layer_met3.png
(3 px per um)
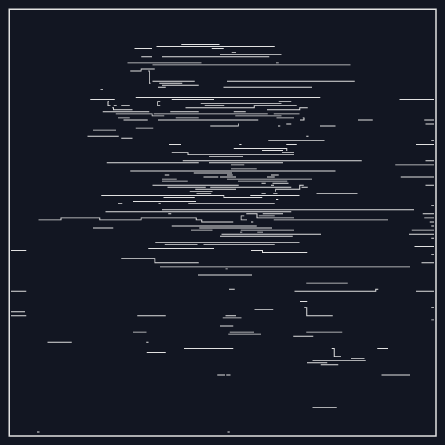
clocks.png
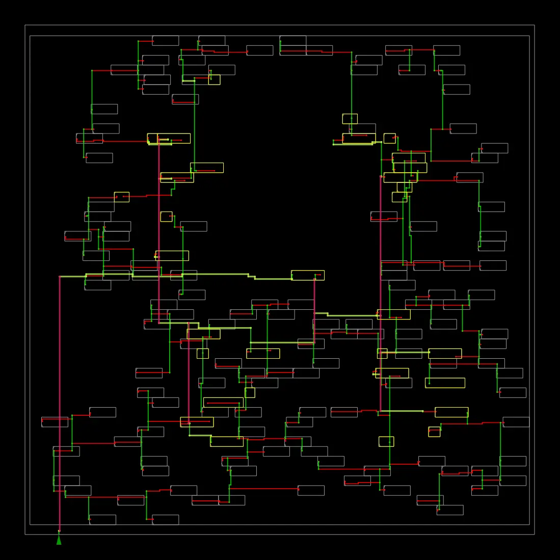
clk_routes.png
(3 px per um)
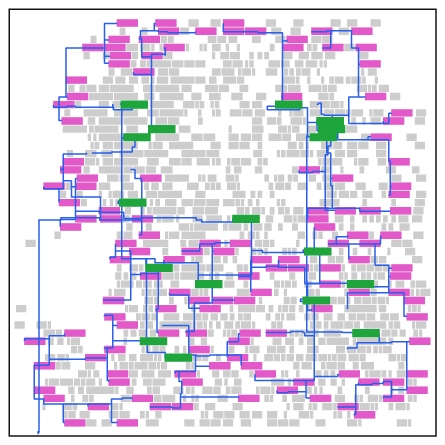
Design tlu_trigger_data_receiver, sky130hd; sources not shown.
==> results.toml <==
# flow metrics
[clock_tree]
cts_max_level = 4
root_buffer = "clkbuf_16"
post-cts-setup-buffer-count = 0
cts_resized = 0
cts.hold.buffers_added = 0
cts_buffer_depth = 2

[global_route]
grt_util_met2_pct = 38.4
grt_usage_pct = 27.2
grt_pass1_vias = 7266
grt_use_met1_pct = 37.6
grt_max_degree = 68
grt_pass1_wl_mm = 40.8
busiest_layer = "met2"
antenna_found_initial = 1
overflow = 0

[setup_path]
endpoint_kind = "flip-flop"
crit_fanout = 46
slowest_delay_ps = 1090
crit_slowest_cell = "ha_2"
path_depth = 11
cp_top_family = "adder cells"
rr_worst_depth = 11
cp-start-kind = "flip-flop"
ff2ff_setup_slack_ps = 1740
critical_path_required_ps = 5980
worst-setup-path-type = "flip-flop to flip-flop"
path_buffers = 2

[synthesis]
syn_area_per_cell_um2 = 9.01
synth-compound-area-share_pct = 15.9
yosysMostFrequentCell = "dfxtp_1"
fp_nets = 1036
synth-edff-count = 0
adder_share_pct = 4.13
logic_family = "multiplexers"
common_cells = "134 x dfxtp_1, 109 x nand2_1, 70 x a21oi_1, 69 x mux2i_1, 49 x o21ai_0"
synth_cells = 975
yosysTopAreaCellShare_pct = 30.5
yosysWarningCount = 0

[cells_and_area]
instances_no_fill = 1299
buffers = 89
layout_top_cell = "dfxtp_1"
seq_share_pct = 25.9
clk_share_pct = 5.86
comb_share_pct = 55.9
final_cell_mix = "134 x dfxtp_1, 109 x nand2_1, 75 x clkdlybuf4s50_1, 70 x a21oi_1, 69 x mux2i_1"
design_area_um2 = 10400
nets = 1086
fillers = 1744
comb_cells = 755
largest_class = "logic gates"

[timing]
slew_violations = 0
hold_slack_ps = 465
slew_headroom_pct = 20.8
max_freq_mhz = 252
rsz0062_at_grt = "false"
setup_ws_ps = 1740
finalSetupTns_ps = 0

[die]
dieArea_um2 = 20100
tapCellCount = 260
ios = 77
die_x_um = 142
die_y_um = 142

[hold_path]
hp-class = "flip-flop to flip-flop"

[job]
drv_cap = 0

[pwr]
power_leader = "the clock network"
p_seq_share_pct = 37.4
netSwitchingFraction_pct = 30.0
internal_power_mw = 1.82
power_switching_mw = 0.782
pwr-share-comb_pct = 18.4
irDropWorstVdd_v = 0.000186

[place]
place.gp.congestion = 1.00
placedCellCount = 1266
pre_cts_ws_ps = 1840
portBuffers = 76
dpl-instance-area_um2 = 9760

[route]
routed_via_density = 6.05
drc = 0
top_layer = "met4"
wire_per_inst_um = 20.0
wl_met2_mm = 11.1
dr.pass1.iters = 5

[status]
status = "complete, no violations"
-- layer_met3.png (at the start) --
nets with wire on the layer = 140
share of all routed wire = 9.2%
DR vias: 7865
final wirelength: 26.0 mm

-- clocks.png (at the start) --
# clk buffers: 17
Flops: 134
# clock sinks: 134
clk pwr: 1.15 mW
Num CTS Buffers: 17

-- clk_routes.png (at the start) --
blue -> clock wires  # length 1900 um
magenta -> flip-flops  # count 134
green -> clock drivers  # count 17
flops lie = widely spread
routed clock nets = 18
Clock Skew: 12.9 ps
Clk network pwr share: 44.2%

Power figures rest on the tool's default switching activity, not on a simulated workload.
